ff_map.png
Scale bar: 50 µm. Other sequential cells in the stronger gray, the rest of the logic in the fainter gray.
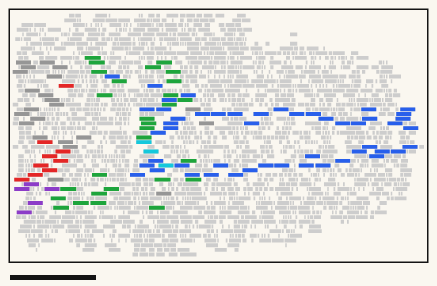
util_map.png
24 x 15 tiles, from white (low) to dark blue (high), 0 to 100% covered.
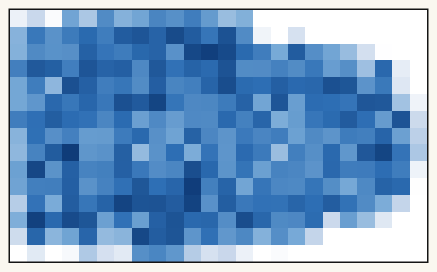
class_map.png
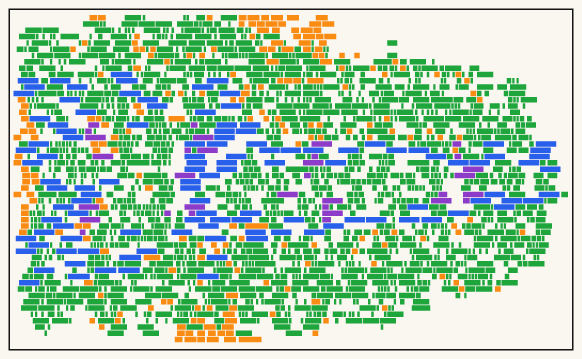
placed.png
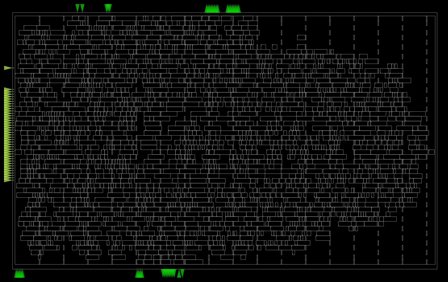
<file path="src/rtl/grid_renderer.sv">
// grid_renderer: N x N board renderer on the VGA pixel path, 3-stage output pipeline.
// Define GRID_CURSOR_EN to build the blinking cursor outline (cursor ports are ignored otherwise).
module grid_renderer #(
  parameter int GRID_N       = 3,
  parameter int CELL         = 40,
  parameter int GAP          = 10,
  parameter int H_OFF        = 230,
  parameter int V_OFF        = 150,
  parameter int RADIUS       = 15,
  parameter int LINE_W       = 3,
  parameter int BLINK_FRAMES = 30
) (
  input  logic                                clk,
  input  logic                                rst,
  input  logic [9:0]                          x_pos,
  input  logic [9:0]                          y_pos,
  input  logic                                pix_valid,
  input  logic [GRID_N*GRID_N-1:0]            cell_p1,
  input  logic [GRID_N*GRID_N-1:0]            cell_p2,
  input  logic [GRID_N*GRID_N-1:0]            win_mask,
  input  logic [$clog2(GRID_N*GRID_N)-1:0]    cursor_idx,
  input  logic                                cursor_en,
  output logic [7:0]                          red,
  output logic [7:0]                          green,
  output logic [7:0]                          blue,
  output logic                                rgb_valid
);
  localparam int NC    = GRID_N * GRID_N;
  localparam int IW    = $clog2(NC);
  localparam int PITCH = CELL + GAP;
  localparam int BOARD = GRID_N * CELL + (GRID_N - 1) * GAP;
  localparam int FW    = (BLINK_FRAMES > 1) ? $clog2(BLINK_FRAMES) : 1;
  localparam logic [24:0] R2 = 25'(RADIUS * RADIUS);

  typedef struct packed {
    logic               line, p1, p2, win, cur;
    logic signed [11:0] dx, dy;
  } s1_t;

  typedef struct packed {
    logic        line, p1, p2, win, cur;
    logic [23:0] dx2, dy2;
  } s2_t;

  logic [NC-1:0] p1_q, p1_d, p2_q, p2_d, win_q, win_d;
  logic [FW-1:0] frame_cnt_q, frame_cnt_d;
  logic          blink_q, blink_d, frame_start;
  logic [2:0]    vld_pipe_q, vld_pipe_d;
  s1_t           s1_q, s1_d;
  s2_t           s2_q, s2_d;
  logic [23:0]   rgb_q, rgb_d;

  // The next-state shadows feed S1 so the frame-start pixel already sees the new frame's board.
  always_comb begin
    frame_start = pix_valid && x_pos == '0 && y_pos == '0;
    p1_d        = p1_q;
    p2_d        = p2_q;
    win_d       = win_q;
    frame_cnt_d = frame_cnt_q;
    blink_d     = blink_q;
    if (frame_start) begin
      p1_d  = cell_p1;
      p2_d  = cell_p2;
      win_d = win_mask;
      if (frame_cnt_q == FW'(BLINK_FRAMES - 1)) begin
        frame_cnt_d = '0;
        blink_d     = ~blink_q;
      end else begin
        frame_cnt_d = frame_cnt_q + 1'b1;
      end
    end
  end

  logic [11:0]   xe, ye, x_off, y_off;
  logic [3:0]    col, row;
  logic [IW-1:0] idx;
  logic          in_x, in_y, in_cell, vl, hl, x_in_board, y_in_board, edge_px, line, cur_hit;
  logic signed [11:0] dx, dy;

  always_comb begin
    xe    = {2'b00, x_pos};
    ye    = {2'b00, y_pos};
    in_x  = 1'b0;
    in_y  = 1'b0;
    col   = '0;
    row   = '0;
    x_off = '0;
    y_off = '0;
    vl    = 1'b0;
    hl    = 1'b0;
    for (int i = 0; i < GRID_N; i++) begin
      if (xe >= 12'(H_OFF + i * PITCH) && xe <= 12'(H_OFF + i * PITCH + CELL - 1)) begin
        in_x  = 1'b1;
        col   = 4'(i);
        x_off = xe - 12'(H_OFF + i * PITCH);
      end
      if (ye >= 12'(V_OFF + i * PITCH) && ye <= 12'(V_OFF + i * PITCH + CELL - 1)) begin
        in_y  = 1'b1;
        row   = 4'(i);
        y_off = ye - 12'(V_OFF + i * PITCH);
      end
    end
    for (int k = 1; k < GRID_N; k++) begin
      if (xe >= 12'(H_OFF + k * PITCH) && xe <= 12'(H_OFF + k * PITCH + LINE_W - 1)) vl = 1'b1;
      if (ye >= 12'(V_OFF + k * PITCH) && ye <= 12'(V_OFF + k * PITCH + LINE_W - 1)) hl = 1'b1;
    end
    x_in_board = xe >= 12'(H_OFF) && xe <= 12'(H_OFF + BOARD);
    y_in_board = ye >= 12'(V_OFF) && ye <= 12'(V_OFF + BOARD);
    line       = (vl && y_in_board) || (hl && x_in_board);
    in_cell    = in_x && in_y;
    idx        = in_cell ? IW'(row * GRID_N + col) : '0;
    edge_px    = x_off <= 12'd2 || x_off >= 12'(CELL - 3) ||
                 y_off <= 12'd2 || y_off >= 12'(CELL - 3);
    dx         = $signed(xe - 12'(H_OFF + col * PITCH + CELL / 2));
    dy         = $signed(ye - 12'(V_OFF + row * PITCH + CELL / 2));
  end

`ifdef GRID_CURSOR_EN
  logic [IW-1:0] cur_idx_q, cur_idx_d;
  logic          cur_en_q, cur_en_d;

  always_comb begin
    cur_idx_d = cur_idx_q;
    cur_en_d  = cur_en_q;
    if (frame_start) begin
      cur_idx_d = cursor_idx;
      cur_en_d  = cursor_en;
    end
  end

  always_ff @(posedge clk or posedge rst) begin
    if (rst) begin
      cur_idx_q <= '0;
      cur_en_q  <= 1'b0;
    end else begin
      cur_idx_q <= cur_idx_d;
      cur_en_q  <= cur_en_d;
    end
  end

  // idx only ever holds a real cell number, so an out-of-range cursor never matches.
  assign cur_hit = cur_en_d && blink_d && in_cell && edge_px && idx == cur_idx_d;
`else
  logic cursor_unused;
  assign cursor_unused = ^{cursor_idx, cursor_en, edge_px};
  assign cur_hit       = 1'b0;
`endif

  logic signed [23:0] dx_sq, dy_sq;
  logic [24:0]        sq_sum;

  always_comb begin
    vld_pipe_d = {vld_pipe_q[1:0], pix_valid};
    s1_d.line  = line;
    s1_d.p1    = in_cell && p1_d[idx];
    s1_d.p2    = in_cell && p2_d[idx];
    s1_d.win   = in_cell && win_d[idx] && blink_d;
    s1_d.cur   = cur_hit;
    s1_d.dx    = dx;
    s1_d.dy    = dy;

    dx_sq     = s1_q.dx * s1_q.dx;
    dy_sq     = s1_q.dy * s1_q.dy;
    s2_d.line = s1_q.line;
    s2_d.p1   = s1_q.p1;
    s2_d.p2   = s1_q.p2;
    s2_d.win  = s1_q.win;
    s2_d.cur  = s1_q.cur;
    s2_d.dx2  = $unsigned(dx_sq);
    s2_d.dy2  = $unsigned(dy_sq);

    sq_sum = {1'b0, s2_q.dx2} + {1'b0, s2_q.dy2};
    rgb_d  = 24'h000000;
    if (!vld_pipe_q[1])                   rgb_d = 24'h000000;
    else if (s2_q.cur)                    rgb_d = 24'hFFFF00;
    else if (sq_sum <= R2 && s2_q.win)    rgb_d = 24'hFFFFFF;
    else if (sq_sum <= R2 && s2_q.p1)     rgb_d = 24'hFF0000;
    else if (sq_sum <= R2 && s2_q.p2)     rgb_d = 24'h00FF00;
    else if (s2_q.line)                   rgb_d = 24'h0000FF;
  end

  always_ff @(posedge clk or posedge rst) begin
    if (rst) begin
      p1_q        <= '0;
      p2_q        <= '0;
      win_q       <= '0;
      frame_cnt_q <= '0;
      blink_q     <= 1'b1;
      vld_pipe_q  <= '0;
      s1_q        <= '0;
      s2_q        <= '0;
      rgb_q       <= '0;
    end else begin
      p1_q        <= p1_d;
      p2_q        <= p2_d;
      win_q       <= win_d;
      frame_cnt_q <= frame_cnt_d;
      blink_q     <= blink_d;
      vld_pipe_q  <= vld_pipe_d;
      s1_q        <= s1_d;
      s2_q        <= s2_d;
      rgb_q       <= rgb_d;
    end
  end

  assign {red, green, blue} = rgb_q;
  assign rgb_valid          = vld_pipe_q[2];
endmodule

</file>
<file path="config.mk">
export PLATFORM = sky130hd
export DESIGN_NAME = grid_renderer
export DESIGN_NICKNAME = d
export VERILOG_FILES = /design/src/rtl/grid_renderer.sv
export SDC_FILE = /design/constraint.sdc
export NUM_CORES = 1
export LEC_CHECK = 0
export CAP_MARGIN = 40
export CORE_ASPECT_RATIO = 0.6
export CORE_UTILIZATION = 50
export DETAILED_ROUTE_END_ITERATION = 7
export PLACE_DENSITY = 0.71
export SYNTH_ARGS = -nofsm -noshare
export SYNTH_HDL_FRONTEND = slang
export SYNTH_SLANG_ARGS = --single-unit
</file>
<file path="constraint.sdc">
create_clock -name clk -period 5.5 [get_ports clk]
set_input_delay 0.825 -clock clk [delete_from_list [all_inputs] [get_ports clk]]
set_output_delay 0.825 -clock clk [all_outputs]
set_load 0.1 [all_outputs]
</file>
==> flow_summary.html <==
<h3>Flow metrics</h3>
<table>
<tr><th>Metric</th><th>Value</th></tr>
<tr><th colspan="2">CTS</th></tr>
<tr><td>Deepest clock path buffer count</td><td>2</td></tr>
<tr><td>H-tree Lvls</td><td>4</td></tr>
<tr><td>Worst skew pair latency</td><td>between 0.4 and 0.5 ns</td></tr>
<tr><td>Cts hold-fix bufs</td><td>0</td></tr>
<tr><th colspan="2">Route</th></tr>
<tr><td>Detailed-routing iteration count for the pre-antenna-repair pass</td><td>6</td></tr>
<tr><th colspan="2">Worst setup path</th></tr>
<tr><td>Critical path's top delay family</td><td>adder cells</td></tr>
<tr><td>Critical path data arrival time</td><td>around 5.6 ns</td></tr>
<tr><td>Worst Path Max Fanout</td><td>6</td></tr>
<tr><td>Minimum setup slack among reg-to-reg paths</td><td>0.14 ns</td></tr>
<tr><td>Reg2Reg Depth</td><td>20</td></tr>
<tr><td>Most common cell type on the critical path</td><td>sky130_fd_sc_hd__fa_1</td></tr>
<tr><th colspan="2">Global routing</th></tr>
<tr><td>Global Route met2 Usage</td><td>between 30% and 40%</td></tr>
<tr><td>Maximum number of pins on one net before global-route repair</td><td>~46</td></tr>
<tr><th colspan="2">Layout</th></tr>
<tr><td>Final clock-cell share</td><td>~2.8%</td></tr>
<tr><td>Fin nets</td><td>~2.5k</td></tr>
<tr><td>Final cell count without fillers</td><td>approximately 2.5k</td></tr>
<tr><td>Share of layout cells above drive strength 1</td><td>roughly 15%</td></tr>
<tr><th colspan="2">Placement</th></tr>
<tr><td>Final RePlAce weighted congestion</td><td>between 0.9 and 1</td></tr>
<tr><td>Post-placement cell area</td><td>roughly 0.019 mm²</td></tr>
<tr><td>Total instance count after detailed placement</td><td>between 2k and 2.5k</td></tr>
<tr><th colspan="2">Hold path</th></tr>
<tr><td>Hold endpoint</td><td>s2_q[49]$_DFF_PP0_</td></tr>
<tr><td>Tightest Hold Check Type</td><td>reg -&gt; reg</td></tr>
<tr><th colspan="2">Logic synthesis</th></tr>
<tr><td>Portion of netlist area occupied by mux cells</td><td>1.40%</td></tr>
<tr><td>Leading post-synthesis cells by instance count</td><td>sky130_fd_sc_hd__inv_1, sky130_fd_sc_hd__fa_1, sky130_fd_sc_hd__ha_1, sky130_fd_sc_hd__nand2_1, sky130_fd_sc_hd__dfrtp_1</td></tr>
<tr><td>Post-synthesis average cell area</td><td>9.13 µm²</td></tr>
<tr><td>Yosys warning total</td><td>0</td></tr>
<tr><td>Cell with the most instances after synthesis</td><td>sky130_fd_sc_hd__inv_1</td></tr>
<tr><td>Cell area after technology mapping</td><td>roughly 0.017 mm²</td></tr>
<tr><td>Syn Inst Count</td><td>1894</td></tr>
<tr><td>Cell types with the largest area share after synthesis</td><td>sky130_fd_sc_hd__fa_1, sky130_fd_sc_hd__dfrtp_1, sky130_fd_sc_hd__ha_1</td></tr>
<tr><td>Yosys stat area</td><td>0.0173 mm²</td></tr>
<tr><th colspan="2">Timing</th></tr>
<tr><td>Maximum operating frequency</td><td>between 150 and 200 MHz</td></tr>
<tr><td>Relative slew slack</td><td>between 50% and 60%</td></tr>
<tr><th colspan="2">Status</th></tr>
<tr><td>Run status</td><td>completed</td></tr>
<tr><th colspan="2">Flow run</th></tr>
<tr><td>Max Cap Viol</td><td>0</td></tr>
</table>
## Picture notes: ff_map.png
name in the netlist	color	flops
s1_q	green	28
p1_q	red	9
s2_q	blue	50
frame_cnt_q	purple	5
vld_pipe_q	cyan	3
not colored	22
FF+latch area: 0.00295 mm²

## Picture notes: util_map.png
fullest tile	95%
emptiest ninth of the die	top right
mean over tiles	56%
tiles over 75% full	30%
nearly empty tiles	12%
CORE AREA: 0.0339 mm²
Initial Util: 51.0%

## Picture notes: class_map.png
class	color	cells	share of their area
clock drivers and dummy loads	purple	32	2.8%
registers	blue	117	15%
remaining buffers and delay cells	orange	216	10%
remaining logic cells	green	1701	72%

## Picture notes: placed.png
tap cell count: 459
sequential cells: 117
core occupancy in the finished layout: 60.6%
count of filler cells inserted in the layout: 2814
Cell Rows: 52

-- state kept, by name (all words and copies together) (netlist names) --
| register | flops |
|---|---|
| s2_q | 50 |
| rgb_q | 3 |
| frame_cnt_q | 5 |
| p2_q | 9 |
| blink_q | 1 |
| s1_q | 28 |
| win_q | 9 |
| vld_pipe_q | 3 |
| p1_q | 9 |
-- metal layers --
layer	vias to the layer above	share of wire, %	routed length, µm
li1	6280	-	-
met1	6499	49	19600
met2	382	43	17400
met3	34	6.8	2730
met4	0	1.0	407
met5	-	0	0
